`src/rtl/snn_learn_ctrl_if.sv`:
```
// Handshake and data bundle for the two-layer spiking learning controller.
// master: trial requester / weight loader.  slave: snn_learn_ctrl.
interface snn_learn_ctrl_if;
    logic        start;
    logic [7:0]  in_a;
    logic [7:0]  in_b;
    logic        reward_valid;
    logic        reward;
    logic        wload;
    logic [1:0]  wsel;
    logic [4:0]  wdata;
    logic        busy;
    logic        out_valid;
    logic [7:0]  out_sum1;
    logic [7:0]  out_sum2;
    logic [1:0]  out_spike;
    logic        done;
    logic [19:0] weights;

    modport master (
        output start, in_a, in_b, reward_valid, reward,
        output wload, wsel, wdata,
        input  busy, out_valid, out_sum1, out_sum2,
        input  out_spike, done, weights
    );

    modport slave (
        input  start, in_a, in_b, reward_valid, reward,
        input  wload, wsel, wdata,
        output busy, out_valid, out_sum1, out_sum2,
        output out_spike, done, weights
    );
endinterface

```
`src/rtl/snn_learn_ctrl.sv`:
```
// Two-layer spiking network trial controller with reward-modulated learning.
// Ports: clk, rst_n (sync, active-low), bus (snn_learn_ctrl_if.slave):
//   start/in_a/in_b request a trial, reward_valid/reward close it,
//   wload/wsel/wdata write weights in IDLE; busy, out_valid, out_sum1/2,
//   out_spike, done and weights {w4,w3,w2,w1} report status.
// Optional macro SNN_REWARD_TIMEOUT_EN: abandon the reward wait after
//   TIMEOUT cycles; without it the controller waits for reward forever.
module snn_learn_ctrl #(
    parameter logic [7:0] THRESH  = 8'd1,
    parameter int         TIMEOUT = 16
) (
    input logic            clk,
    input logic            rst_n,
    snn_learn_ctrl_if.slave bus
);

    typedef enum logic [2:0] {
        S_IDLE,
        S_LOAD,
        S_FIRE,
        S_OUT,
        S_WAIT,
        S_UPD,
        S_DONE
    } state_t;

    state_t          state_q, state_d;
    logic [7:0]      ina_q, ina_d;
    logic [7:0]      inb_q, inb_d;
    logic [7:0]      sa_q, sa_d;
    logic [7:0]      sb_q, sb_d;
    logic            prea_q, prea_d;
    logic            preb_q, preb_d;
    logic [7:0]      sum1_q, sum1_d;
    logic [7:0]      sum2_q, sum2_d;
    logic [1:0]      spk_q, spk_d;
    logic            rwd_q, rwd_d;
    logic [3:0][4:0] w_q, w_d;

`ifdef SNN_REWARD_TIMEOUT_EN
    localparam int CW = $clog2(TIMEOUT) + 1;
    logic [CW-1:0] cnt_q, cnt_d;
`endif

    if (TIMEOUT < 1) begin : g_bad_timeout
    end

    // Signed 5-bit weight selects a left shift (w >= 0) or right shift.
    function automatic logic [7:0] syn(input logic [7:0] x,
                                       input logic [4:0] w);
        logic [5:0] mag;
        mag = 6'd0 - {w[4], w};
        if (!w[4]) syn = x << w[3:0];
        else       syn = x >> mag;
    endfunction

    // Saturating +/-1 step; unchanged when the presynaptic neuron is silent.
    function automatic logic [4:0] step(input logic [4:0] w,
                                        input logic pre,
                                        input logic post,
                                        input logic r);
        step = w;
        if (pre) begin
            if (post && r) begin
                if (w != 5'h0F) step = w + 5'd1;
            end else begin
                if (w != 5'h10) step = w - 5'd1;
            end
        end
    endfunction

    logic [7:0] n1, n2, n3, n4;

    always_comb begin
        state_d = state_q;
        ina_d   = ina_q;
        inb_d   = inb_q;
        sa_d    = sa_q;
        sb_d    = sb_q;
        prea_d  = prea_q;
        preb_d  = preb_q;
        sum1_d  = sum1_q;
        sum2_d  = sum2_q;
        spk_d   = spk_q;
        rwd_d   = rwd_q;
        w_d     = w_q;
        n1      = 8'd0;
        n2      = 8'd0;
        n3      = 8'd0;
        n4      = 8'd0;
`ifdef SNN_REWARD_TIMEOUT_EN
        cnt_d   = cnt_q;
`endif
        unique case (state_q)
            S_IDLE: begin
                if (bus.wload) w_d[bus.wsel] = bus.wdata;
                if (bus.start) begin
                    ina_d   = bus.in_a;
                    inb_d   = bus.in_b;
                    state_d = S_LOAD;
                end
            end
            S_LOAD: begin
                sa_d    = {4'd0, ina_q[7:4]} + {4'd0, ina_q[3:0]};
                sb_d    = {4'd0, inb_q[7:4]} + {4'd0, inb_q[3:0]};
                prea_d  = sa_d > THRESH;
                preb_d  = sb_d > THRESH;
                state_d = S_FIRE;
            end
            S_FIRE: begin
                if (prea_q) begin
                    n1 = syn(sa_q, w_q[0]);
                    n3 = syn(sa_q, w_q[1]);
                end
                if (preb_q) begin
                    n2 = syn(sb_q, w_q[2]);
                    n4 = syn(sb_q, w_q[3]);
                end
                sum1_d  = n1 + n2;
                sum2_d  = n3 + n4;
                spk_d   = {sum2_d > THRESH, sum1_d > THRESH};
                state_d = S_OUT;
            end
            S_OUT: begin
`ifdef SNN_REWARD_TIMEOUT_EN
                cnt_d   = '0;
`endif
                state_d = S_WAIT;
            end
            S_WAIT: begin
                if (bus.reward_valid) begin
                    rwd_d   = bus.reward;
                    state_d = S_UPD;
                end
`ifdef SNN_REWARD_TIMEOUT_EN
                else if (cnt_q == CW'(TIMEOUT - 1)) begin
                    state_d = S_DONE;
                end else begin
                    cnt_d = cnt_q + 1'b1;
                end
`endif
            end
            S_UPD: begin
                w_d[0]  = step(w_q[0], prea_q, spk_q[0], rwd_q);
                w_d[1]  = step(w_q[1], prea_q, spk_q[1], rwd_q);
                w_d[2]  = step(w_q[2], preb_q, spk_q[0], rwd_q);
                w_d[3]  = step(w_q[3], preb_q, spk_q[1], rwd_q);
                state_d = S_DONE;
            end
            S_DONE: state_d = S_IDLE;
            default: state_d = S_IDLE;
        endcase
    end

    always_ff @(posedge clk) begin
        if (!rst_n) begin
            state_q <= S_IDLE;
            ina_q   <= '0;
            inb_q   <= '0;
            sa_q    <= '0;
            sb_q    <= '0;
            prea_q  <= 1'b0;
            preb_q  <= 1'b0;
            sum1_q  <= '0;
            sum2_q  <= '0;
            spk_q   <= '0;
            rwd_q   <= 1'b0;
            w_q     <= '0;
`ifdef SNN_REWARD_TIMEOUT_EN
            cnt_q   <= '0;
`endif
        end else begin
            state_q <= state_d;
            ina_q   <= ina_d;
            inb_q   <= inb_d;
            sa_q    <= sa_d;
            sb_q    <= sb_d;
            prea_q  <= prea_d;
            preb_q  <= preb_d;
            sum1_q  <= sum1_d;
            sum2_q  <= sum2_d;
            spk_q   <= spk_d;
            rwd_q   <= rwd_d;
            w_q     <= w_d;
`ifdef SNN_REWARD_TIMEOUT_EN
            cnt_q   <= cnt_d;
`endif
        end
    end

    assign bus.busy      = state_q != S_IDLE;
    assign bus.out_valid = state_q == S_OUT;
    assign bus.done      = state_q == S_DONE;
    assign bus.out_sum1  = sum1_q;
    assign bus.out_sum2  = sum2_q;
    assign bus.out_spike = spk_q;
    assign bus.weights   = w_q;

endmodule

```
`src/flat_wrapper.sv`:
```
// flat-port wrapper written by rule: the top's interface ports become plain ports
module snn_learn_ctrl_flat 
#(
    parameter logic [7:0] THRESH  = 8'd1,
    parameter int         TIMEOUT = 16
)
  (clk, rst_n, bus_start, bus_in_a, bus_in_b, bus_reward_valid, bus_reward, bus_wload, bus_wsel, bus_wdata, bus_busy, bus_out_valid, bus_out_sum1, bus_out_sum2, bus_out_spike, bus_done, bus_weights);
  snn_learn_ctrl_if bus_i ();
  input logic clk;
  input logic rst_n;
  input wire logic [$bits(bus_i.start)-1:0] bus_start;
  input wire logic [$bits(bus_i.in_a)-1:0] bus_in_a;
  input wire logic [$bits(bus_i.in_b)-1:0] bus_in_b;
  input wire logic [$bits(bus_i.reward_valid)-1:0] bus_reward_valid;
  input wire logic [$bits(bus_i.reward)-1:0] bus_reward;
  input wire logic [$bits(bus_i.wload)-1:0] bus_wload;
  input wire logic [$bits(bus_i.wsel)-1:0] bus_wsel;
  input wire logic [$bits(bus_i.wdata)-1:0] bus_wdata;
  output wire logic [$bits(bus_i.busy)-1:0] bus_busy;
  output wire logic [$bits(bus_i.out_valid)-1:0] bus_out_valid;
  output wire logic [$bits(bus_i.out_sum1)-1:0] bus_out_sum1;
  output wire logic [$bits(bus_i.out_sum2)-1:0] bus_out_sum2;
  output wire logic [$bits(bus_i.out_spike)-1:0] bus_out_spike;
  output wire logic [$bits(bus_i.done)-1:0] bus_done;
  output wire logic [$bits(bus_i.weights)-1:0] bus_weights;
  assign bus_i.start = bus_start;
  assign bus_i.in_a = bus_in_a;
  assign bus_i.in_b = bus_in_b;
  assign bus_i.reward_valid = bus_reward_valid;
  assign bus_i.reward = bus_reward;
  assign bus_i.wload = bus_wload;
  assign bus_i.wsel = bus_wsel;
  assign bus_i.wdata = bus_wdata;
  assign bus_busy = bus_i.busy;
  assign bus_out_valid = bus_i.out_valid;
  assign bus_out_sum1 = bus_i.out_sum1;
  assign bus_out_sum2 = bus_i.out_sum2;
  assign bus_out_spike = bus_i.out_spike;
  assign bus_done = bus_i.done;
  assign bus_weights = bus_i.weights;
  snn_learn_ctrl #(.THRESH(THRESH), .TIMEOUT(TIMEOUT)) u_core (.clk(clk), .rst_n(rst_n), .bus(bus_i));
endmodule
```
`config.mk`:
```
export PLATFORM = sky130hd
export DESIGN_NAME = snn_learn_ctrl_flat
export DESIGN_NICKNAME = d
export VERILOG_FILES = /design/src/rtl/snn_learn_ctrl_if.sv /design/src/rtl/snn_learn_ctrl.sv /design/src/flat_wrapper.sv
export SDC_FILE = /design/constraint.sdc
export NUM_CORES = 1
export LEC_CHECK = 0
export ABC_AREA = 0
export CORE_MARGIN = 8
export CORE_UTILIZATION = 62
export DETAILED_ROUTE_END_ITERATION = 16
export PLACE_DENSITY = 0.89
export REMOVE_ABC_BUFFERS = 1
export SYNTH_ARGS = -nofsm -noshare
export SYNTH_HDL_FRONTEND = slang
export SYNTH_SLANG_ARGS = --single-unit
```
`constraint.sdc`:
```
create_clock -name clk -period 11.9 [get_ports clk]
set_input_delay 2.38 -clock clk [delete_from_list [all_inputs] [get_ports clk]]
set_output_delay 2.38 -clock clk [all_outputs]
set_load 0.01 [all_outputs]
```
==> notes.md, run 1 <==
fresh numbers from the pnr run: TritonCTS clock tree=yes, outcome=finished, final reports clean, final cell count without fillers=977, Startpoint Class=flop, Worst VDD drop=71.4 uV, Clock Power Share=0.319, Logic cell area=4390 um^2, Top Layout Cells=nand2_1 (115), a21oi_1 (79), dfxtp_1 (70), clkdlybuf4s50_1 (69), nor2_1 (64), initial antenna violation count=0, Switch Pwr=0.218 mW, initial detailed-routing violation count=594, RSZ-0062 raised after global routing=false, Top cell excl fill/tap=nand2_1, die area=13400 um^2, YS chip area=6160 um^2, Worst path depth=16, CP max stage delay=0.90 ns, XOR-XNOR Cells, Area Fraction=0.0511, CP dominant cell by count=ha_1, P_comb=0.171 mW, clk_lat worst skew=approximately 0.35 ns, crit path cell chain=inv_1, ha_1, mux4_2, mux2_2, nand3_1, o21ai_0, a22oi_1, nor2b_1, ha_1, fa_1, a21o_1, a21oi_1, xnor2_1, nor4bb_1, nor4b_1, o22ai_1, tool warnings=29, Post-synth ARST share=0, setup bufs post-CTS=0, synth warn=0, clock sinks=70, final wirelength=17.6 mm, root buffer cell=clkbuf_8, Vert. Die Dim=116 um, Top Consumer=registers, WP data required=12.13 ns, Mapped Area=6160 um^2, yosys aoi share=0.261, leading register cell type out of synthesis=dfxtp_1
## run 1: per-layer routing
metal  track usage  vias up  routed length [um]
met5             0        -                   0
met4         0.128        0                 668
met3        0.0599       57                1340
met2         0.435      282                8190
met1         0.316     2966                7450
li1              -     2979                   -
## run 1: state kept, by name (all words and copies together) (netlist names)
signal,flops
u_core.bus.out_spike,2
u_core.bus.out_sum1,8
u_core.bus.out_sum2,8
u_core.bus.weights,20
u_core.ina_q,8
u_core.inb_q,8
u_core.prea_q,1
u_core.preb_q,1
u_core.rwd_q,1
u_core.sa_q,5
u_core.sb_q,5
u_core.state_q,3
## run 1: logic make-up after synthesis
group | after synthesis
xor gates and xnor gates | 36
AOI/OAI and AO/OA | 243
adders and majority gates | 54
buffers and inverters | 90
and+or+nand+nor | 285
muxes | 37
DFF | 70
## run 1: area by class of cell
cell class	instances	share of cell area
tap	133	0.0238
clock inverter	6	0.0123
inverter	32	0.0172
sequential	70	0.200
multi-input combinational	655	0.627
timing repair buffer	71	0.101
clock buffer	10	0.0182
## run 1: how the worst max path moves through the flow
stage,start,endpoint
3_3_place_gp,rst_n,u_core.state_q[0]
6_report,u_core.bus.weights[15],u_core.bus.out_spike[1]
2_1_floorplan,u_core.bus.weights[0],u_core.bus.out_spike[0]
5_1_grt,u_core.bus.weights[0],u_core.bus.out_spike[0]
3_5_place_dp,rst_n,u_core.state_q[0]
4_1_cts,u_core.bus.weights[15],u_core.bus.out_spike[1]
## run 1: through the flow
stage	cell area, um^2	hold slack, ns	setup WS [ns]
after floorplan	5910	0.440	7.73
after global placement	6780	0.441	7.23
after detailed placement	6780	0.448	7.04
after CTS	7000	0.459	7.16
after global routing	7000	0.482	6.77
final	7000	0.460	7.07
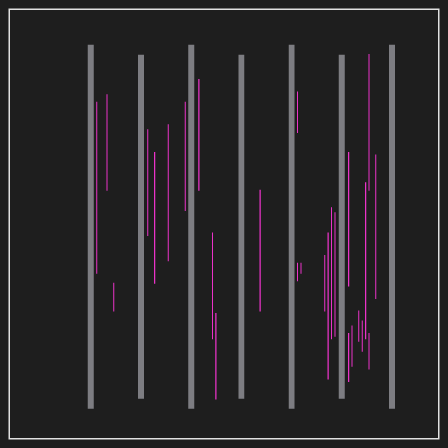
run_1/m4.png
Supply wires on this layer in grey.
The layer holds 3.8% of the routed length. The wires run mostly vertical.

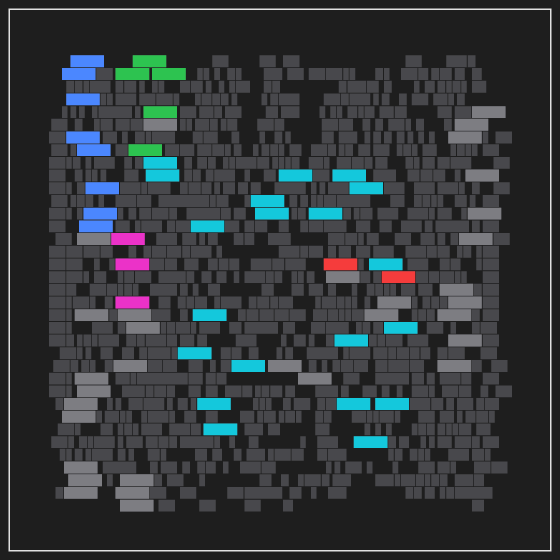
run_1/ff_map.png
u_core.state_q: drawn in magenta, placed flops 3. u_core.ina_q: drawn in blue, placed flops 8, where north-west. u_core.bus.weights: drawn in cyan, placed flops 20, where centre. u_core.bus.out_spike: drawn in red, placed flops 2. u_core.sa_q: drawn in green, placed flops 5, where north-west.
sequential cell area: 1400 um^2
Post-Route Utilization: 0.719
P_seq: 0.280 mW
flop share of the area: 0.200

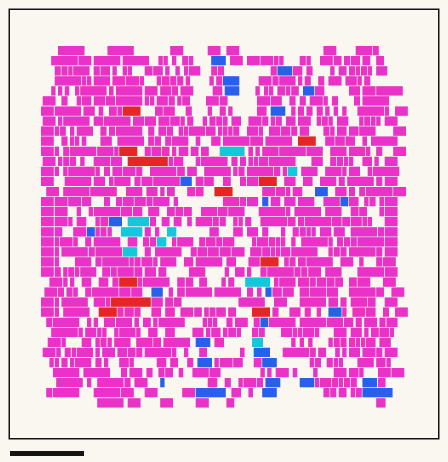
run_1/sizing.png
Scale bar: 20 um.
x2: drawn in blue, cells 27, share 3.2%. x3 and x4: drawn in cyan, cells 9, share 1.1%. x6 and larger: drawn in red, cells 11, share 1.3%. x1 and smaller: drawn in magenta, cells 797, share 94%.
final instance area: 7000 um^2
Area growth syn-to-layout: 13.5%
Signal buffers: 71
crit path setup slack, layout: 7.07 ns

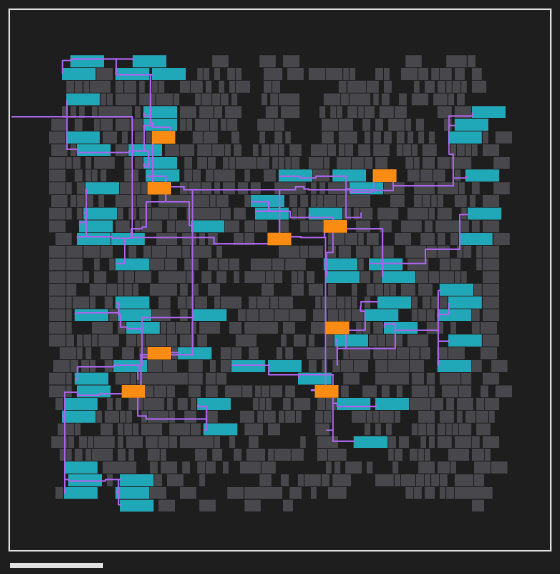
run_1/clock_wires.png
Scale bar: 20 um.
clock wires: drawn in purple, length 895 um. flip-flops: drawn in cyan, count 70. clock-net drivers: drawn in orange, count 9.
There are 10 routed clock nets.

run_1/clock_nets.png
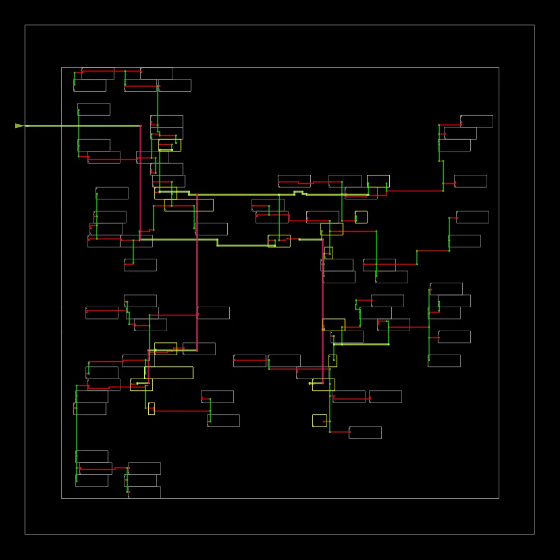

==> inputs of run 2 (changes only) <==
--- a/config.mk
+++ b/config.mk
@@ -7,9 +7,9 @@
 export LEC_CHECK = 0
 export ABC_AREA = 0
 export CORE_MARGIN = 8
-export CORE_UTILIZATION = 62
+export CORE_UTILIZATION = 52
 export DETAILED_ROUTE_END_ITERATION = 16
-export PLACE_DENSITY = 0.89
+export PLACE_DENSITY = 0.8
 export REMOVE_ABC_BUFFERS = 1
 export SYNTH_ARGS = -nofsm -noshare
 export SYNTH_HDL_FRONTEND = slang
==> constraint.sdc (replaced) <==
create_clock -name clk -period 4 [get_ports clk]
set_input_delay 0.8 -clock clk [delete_from_list [all_inputs] [get_ports clk]]
set_output_delay 0.8 -clock clk [all_outputs]
set_load 0.01 [all_outputs]
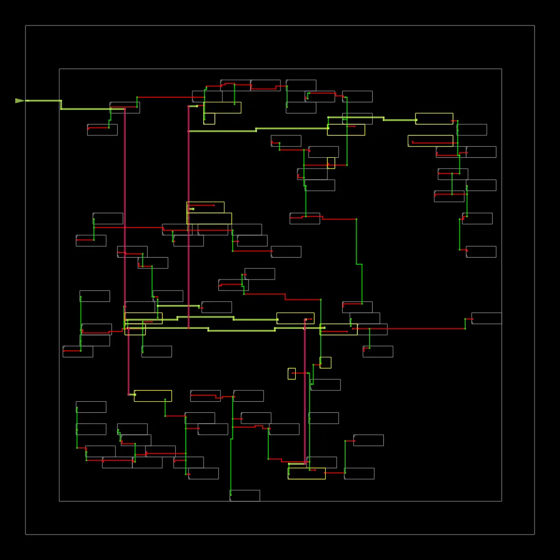
run_2/clock_nets.png
Flop Count: 70
Clock group: 0.881 mW
clock sinks: 70

==> notes.md, run 2 <==
fresh numbers from the pnr run: outcome=finished, final reports clean, Mapped Cells=815, Max-area cell share=0.227, Vert. Die Dim=125 um, TritonRoute pass-1 iters=5, crit path cell chain=inv_1, ha_2, inv_1, nor3_1, ha_1, o21ai_0, or3_1, a221oi_2, a31oi_1, o21ai_1, ha_2, fa_2, or4_1, nor4_2, o22ai_1, initial detailed-routing violation count=434, total power=2.24 mW, Largest register FFs=20, final wirelength=17.5 mm, Area growth syn-to-layout=18.8%, Synth top cell by count=nand2_1, WP data required=4.22 ns, final setup fails=0, CP max stage delay=between 0.5 and 0.6 ns, post-DR wirelength/cell=17.3 um, Worst VDD drop=230 uV, met2 Use GR=0.353, LEAKAGE=2.79 nW, Die X=125 um, Mapped Area=6160 um^2, Distinct cells, synth=68, tool warnings=29, Top Layout Cells=nand2_1 (115), a21oi_1 (79), dfxtp_1 (70), clkdlybuf4s50_1 (69), nor2_1 (64), vias=approximately 6100, Critical Path Source=u_core.bus.weights[1], TritonCTS clock tree=yes, buffer and inverter count on the worst path=2, Hold Path Origin=u_core.bus.out_sum1[5], root buffer cell=clkbuf_16, Post-Route Utilization=0.636, die area=15600 um^2, worst setup path category=reg -> reg, Nets=946, cell count in the Yosys report=815, count of state elements after synthesis=70, final cell count without fillers=between 1000 and 1500, met1 usage=0.278, Setup WS pre-CTS=0.225 ns, core area=roughly 12000 um^2, synth warn=0, fillers=slightly above 1000, GR Util met3=0.0467, Most Used Layer, Global Route=met2, cell taking the most area after synthesis=dfxtp_1, Post-synth EDFFs=0, via/cell ratio=6.07, Worst slew margin=0.453, Post-synth ARST share=0, # DRC=0, placed cells=995, Crit. End Element=flop, clk_lat worst skew=between 0.3 and 0.4 ns, Site Rows=39, H-tree depth=3, initial antenna violation count=0, YS chip area=6160 um^2, Tcrit/Tclk final=0.932, Clk pin slew, worst setup/hold paths=approximately 0.06 ns, setup bufs post-CTS=0, crit path max fanout=5, TNS Setup=0 ns, Critical Path AT=3.95 ns, Init Core Util=0.535, Hold Crit Class=reg -> reg, Hold-fix buffers, CTS=0, Final ANT Viol Nets=0, Slowest-stage cell, CP=or4_1, Worst Clk Skew=roughly 0.008 ns, number of global-route vias before repair=around 6000, Max Cap Viol=0, most instantiated cells after synthesis=nand2_1 (115), a21oi_1 (79), dfxtp_1 (70), slew at the pin closest to its max-slew limit=0.820 ns, Top cell excl fill/tap=nand2_1, Logic cell area=~4400 um^2, leading register cell type out of synthesis=dfxtp_1, PostCTS Resize Cnt=0, Port Buf Inserts=69, sequential cell area=about 1400 um^2, Startpoint Class=flop, CTS max path bufs=2, layout cell share with drive strength beyond 1=0.0910, # IOs=around 70, TritonCTS buffer count=9, crit path setup slack, layout=0.272 ns, Highest Clock Rate=268 MHz
## run 2: cell counts after synthesis
No cell type changed its count.
## run 2: path summary, 6_finish.rpt
kind                             end  slack (ns)  cells past startpoint
min           u_core.bus.out_sum1[5]        0.45                      2
max reg2reg  u_core.bus.out_spike[0]        0.27                     15
max          u_core.bus.out_spike[0]        0.27                     15
min reg2reg   u_core.bus.out_sum1[5]        0.45                      2
## run 2: cells by family (layout without fill, tap and decap cells)
logic type               Yosys count  count (layout)  synth area share
adder cells (fa/ha/maj)           54              54             0.119
buffers and inverters             90             143            0.0607
AND-OR/OR-AND                    243             243             0.261
AND/OR/NAND/NOR                  285             285             0.214
multiplexers                      37              37            0.0664
XOR/XNOR                          36              36            0.0511
flip-flops                        70              70             0.227
## run 2: area by class of cell
class	instances	area share
clock inverters	6	0.0116
multi-input cells	655	0.603
repair buffers	95	0.121
clock buffers	10	0.0326
inverters	32	0.0164
flip-flops and latches	70	0.191
well taps	143	0.0244
## run 2: stage by stage
step	area (um^2)	hold WS [ns]
after CTS	7300	0.454
after global placement	6980	0.444
final	7330	0.450
after floorplan	5910	0.440
after global routing	7330	0.472
after detailed placement	6980	0.447
## run 2: metal layers
| metal | share of wire | up-vias |
|---|---|---|
| li1 | - | 3016 |
| met1 | 0.45 | 2859 |
| met2 | 0.46 | 228 |
| met3 | 0.063 | 37 |
| met4 | 0.029 | 0 |
| met5 | 0 | - |
## run 2: where the power goes
group	switching [mW]	leakage [nW]	internal (mW)	total [mW]
logic	0.309	2.07	0.252	0.561
registers	0.0619	0.570	0.738	0.800
clock network	0.320	0.154	0.560	0.881
total	0.691	2.79	1.55	2.24
Power is estimated from default activity; no workload was simulated.
